==> config.mk <==
export PLATFORM = sky130hd
export DESIGN_NAME = msg_bus_bridge
export DESIGN_NICKNAME = d
export VERILOG_FILES = /design/src/rtl/msg_bus_bridge.sv
export SDC_FILE = /design/constraint.sdc
export NUM_CORES = 1
export LEC_CHECK = 0
export CORE_ASPECT_RATIO = 2
export CORE_MARGIN = 2
export CORE_UTILIZATION = 50
export DETAILED_ROUTE_END_ITERATION = 8
export PLACE_DENSITY_LB_ADDON = 0.12
export SYNTH_ARGS = -nofsm -noshare
export SYNTH_HDL_FRONTEND = slang
export SYNTH_SLANG_ARGS = --single-unit
==> constraint.sdc <==
create_clock -name CLK -period 4.24 [get_ports CLK]
set_input_delay 0.848 -clock CLK [delete_from_list [all_inputs] [get_ports CLK]]
set_output_delay 0.848 -clock CLK [all_outputs]
set_load 0.1 [all_outputs]
**Placed cells, one color a class**

(1.5 px per um)
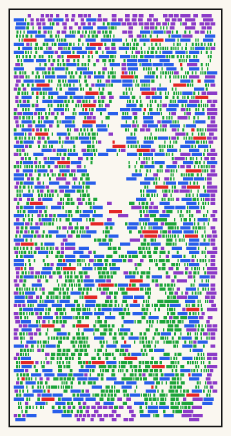
clock drivers and dummy loads -> red  # cells 63, share of their area 4.8%
combinational and other logic -> green  # cells 1889, share of their area 43%
sequential cells -> blue  # cells 388, share of their area 32%
remaining buffers and delay cells -> purple  # cells 471, share of their area 20%
flop share of the area: 31.7%
Placement Rows: 100

**Signal wires on met3**

(2 px per um) Cells faint in the background.
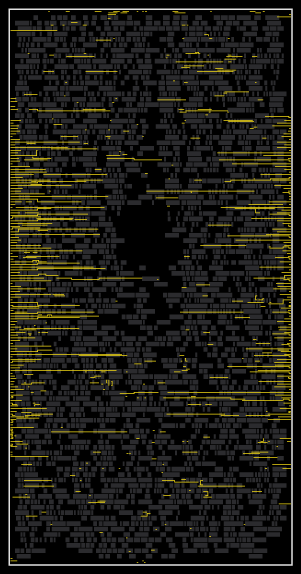
nets with wire on the layer = 387
main direction = horizontal
share of all routed wire = 6.5%
longest straight run = 61.4 um
wire length on this layer = 4090 um
wire length after detailed routing: 63400 um
via count: 18.7k
met3 layer usage reported by global route: 6.35%

**Wires at chosen ports, followed through buffers**

(2 px per um)
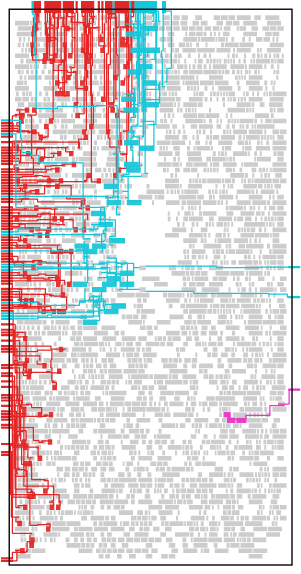
request_enq_v -> red  # bits 128, direction output, edge 85 west, 43 north, end cells 128, wire 4500 um
indication_enq_ena -> magenta  # bits 1, direction input, edge east, end cells 3, wire 52.0 um
req_count -> cyan  # bits 32, direction output, edge 17 north, 13 west, 2 east, end cells 32, wire 2460 um
Boundary Pins: 443
port buffer count: 426

**Clock distribution**

(2 px per um)
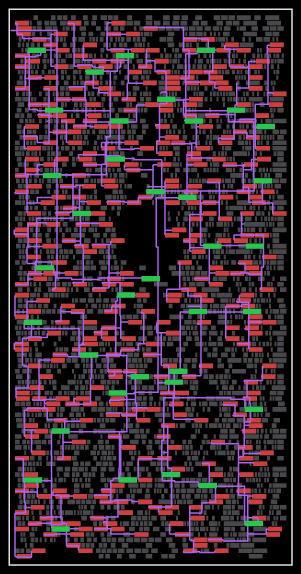
clock wires -> purple  # length 4840 um
clock drivers -> green  # count 37
flip-flops -> red  # count 388
routed clock nets = 38
power dissipated in the clock network: 0.00325 W
share of power burned in the clock network: 40.2%

**Clock nets**

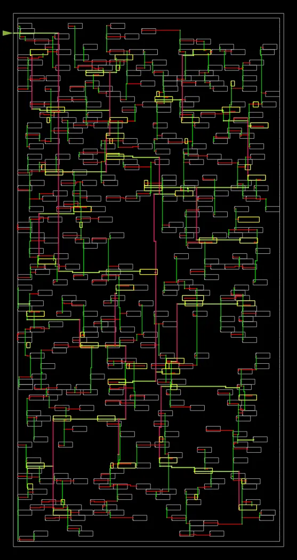
number of buffers created by CTS: 37
Sinks on Clock Net: 388
clock buffer count in the final layout: 47
skew final: 17.0 ps
count of flip-flops and latches: 388

==> results.txt <==
Physical implementation status

The run finished with clean final reports. Power spread over the standard cell area amounts to 330 mW/mm^2. The number of gates resized after CTS was 14. The pre-CTS setup slack stands at -194 ps. Registers take 0.00777 mm^2. For this run, the script counts the antenna cells in the layout as 11.

The reported sequential group power stands at 0.00383 W. The post-synthesis cell type count stands at 67. The internal cell power stands at 0.00596 W. The timing report lists the critical path depth as 13 cells. The report puts the hold buffer count at CTS at 0. The number of cell instances on the worst register-to-register path stands at 9. The worst setup path is captured at an output port. Once layout is done, the placed cells without fillers occupy 0.0245 mm^2. The share of the cycle needed by the critical path after routing stands at 99.1%.

At the worst endpoint, the required time is 3390 ps. Per the GRT log, the top usage layer is met2. The buffering stage count on the worst path with inverters included stands at 4. The non-clock buffer total of the final layout stands at 471. STA classifies the critical path startpoint as a flip-flop. Per the cell usage report, the commonest logic cells after layout are sky130_fd_sc_hd__nand2_1, sky130_fd_sc_hd__dfxtp_1, sky130_fd_sc_hd__a21oi_1. In this run the deepest clock path goes through 3 buffers. The number of combinational gates with multiple inputs stands at 1853. The via count of the first global-routing pass was 18.6k. Once placement finished, the instance area stood at 0.0233 mm^2. The share of the synthesized area in the top cell type stands at 41.6%.

The number of non-clock inverters stands at 36. The highest layer touched by signal routing is met5. For reference, the top logic cell family by area is simple AND/OR/NAND/NOR gates.

At the worst endpoint, the arrival time is 3360 ps. Entering global routing, the biggest net connects 129 pins. The number of antenna-violating nets in the routed design stands at 0. The area occupied by multi-input gates stands at 0.0102 mm^2. CTS placed an instance of sky130_fd_sc_hd__clkbuf_16 at the clock tree root.

The power attributed to combinational cells stands at 0.00102 W. Looking at the area split, the leading class of cells is logic gates. The last timing report of the flow puts the setup violation total at 0. The report counts max-capacitance violations totalling 0.

Setup repair after global routing could not meet its margin everywhere. The half-perimeter wire length after detailed placement stands at 45600 um. The power consumption stands at 0.00810 W.

The maximum clock rate stands at 238 MHz. The DRC violation total left in the routed layout is recorded as 0. Among cell families on the critical path, the largest total delay comes from AND-OR/OR-AND gates. In this run the horizontal extent of the chip is 141 um. Measured along the y axis, the die boundary spans 277 um.

For this run, the total global-route usage over all layers was measured as 31.1%. The H-tree depth reported by CTS stands at 2. The worst setup slack for register-to-register paths stands at 540 ps. The proportion of synthesized chip area in sequential cells stands at 41.6%. The synthesized netlist was found by Yosys to have 2467 cells. The total overflow left after global routing is 0.

The final layout reports a setup TNS of 0 ps. After technology mapping, the gate count stands at 2467. By instance count, the leading cell after synthesis is sky130_fd_sc_hd__nand2_1. In the synthesized netlist the dominant register cell turns out to be sky130_fd_sc_hd__dfxtp_1. The number of optimization iterations in the first detailed-route pass stands at 6. The worst path in the final design needs a cycle of 4200 ps, including I/O delays and setup. Per the post-CTS timing run, clock transition at the registers of the reported paths is 70 ps. For this design the static power due to leakage is 9.25 nW. The global-route track usage on met1 stands at 31.2%.

The transition at the pin with the smallest max-transition slack stands at 1170 ps. The detailed-routing wirelength on met1 stands at 21800 um. The first global-routing pass estimated 98100 um of wire.

The worst hold path passes through 2 cells. At the end of the flow the core is filled with cells to 66.3%. Counting the warning lines in the Yosys log gives 0.

The hold violation count in the final report stands at 0. The setup path with the least slack is of type flip-flop to output port. Listed in order, past its start point the critical path passes inv_2 > ha_4 > inv_2 > fa_2 > a21o_1 > a21o_1 > a2111oi_4 > o21ai_2 > and3_4 > a2111oi_4 > buf_4 > mux2i_4 > buf_12.

The largest fanout on the critical path stands at 2. The count of flip-flops with a built-in enable after synthesis stands at 0. The area fraction in and, or, nand and nor cells stands at 31.2%. The max-slew check reports its worst relative slack as 21.8%. TritonCTS built the clock tree. The xor and xnor fraction of the mapped netlist area stands at 4.22%. The share of flip-flops with an asynchronous set or reset stands at 0%. The type recorded for the worst min-delay path is flip-flop to flip-flop.
Power figures rest on the tool's default switching activity, not on a simulated workload.
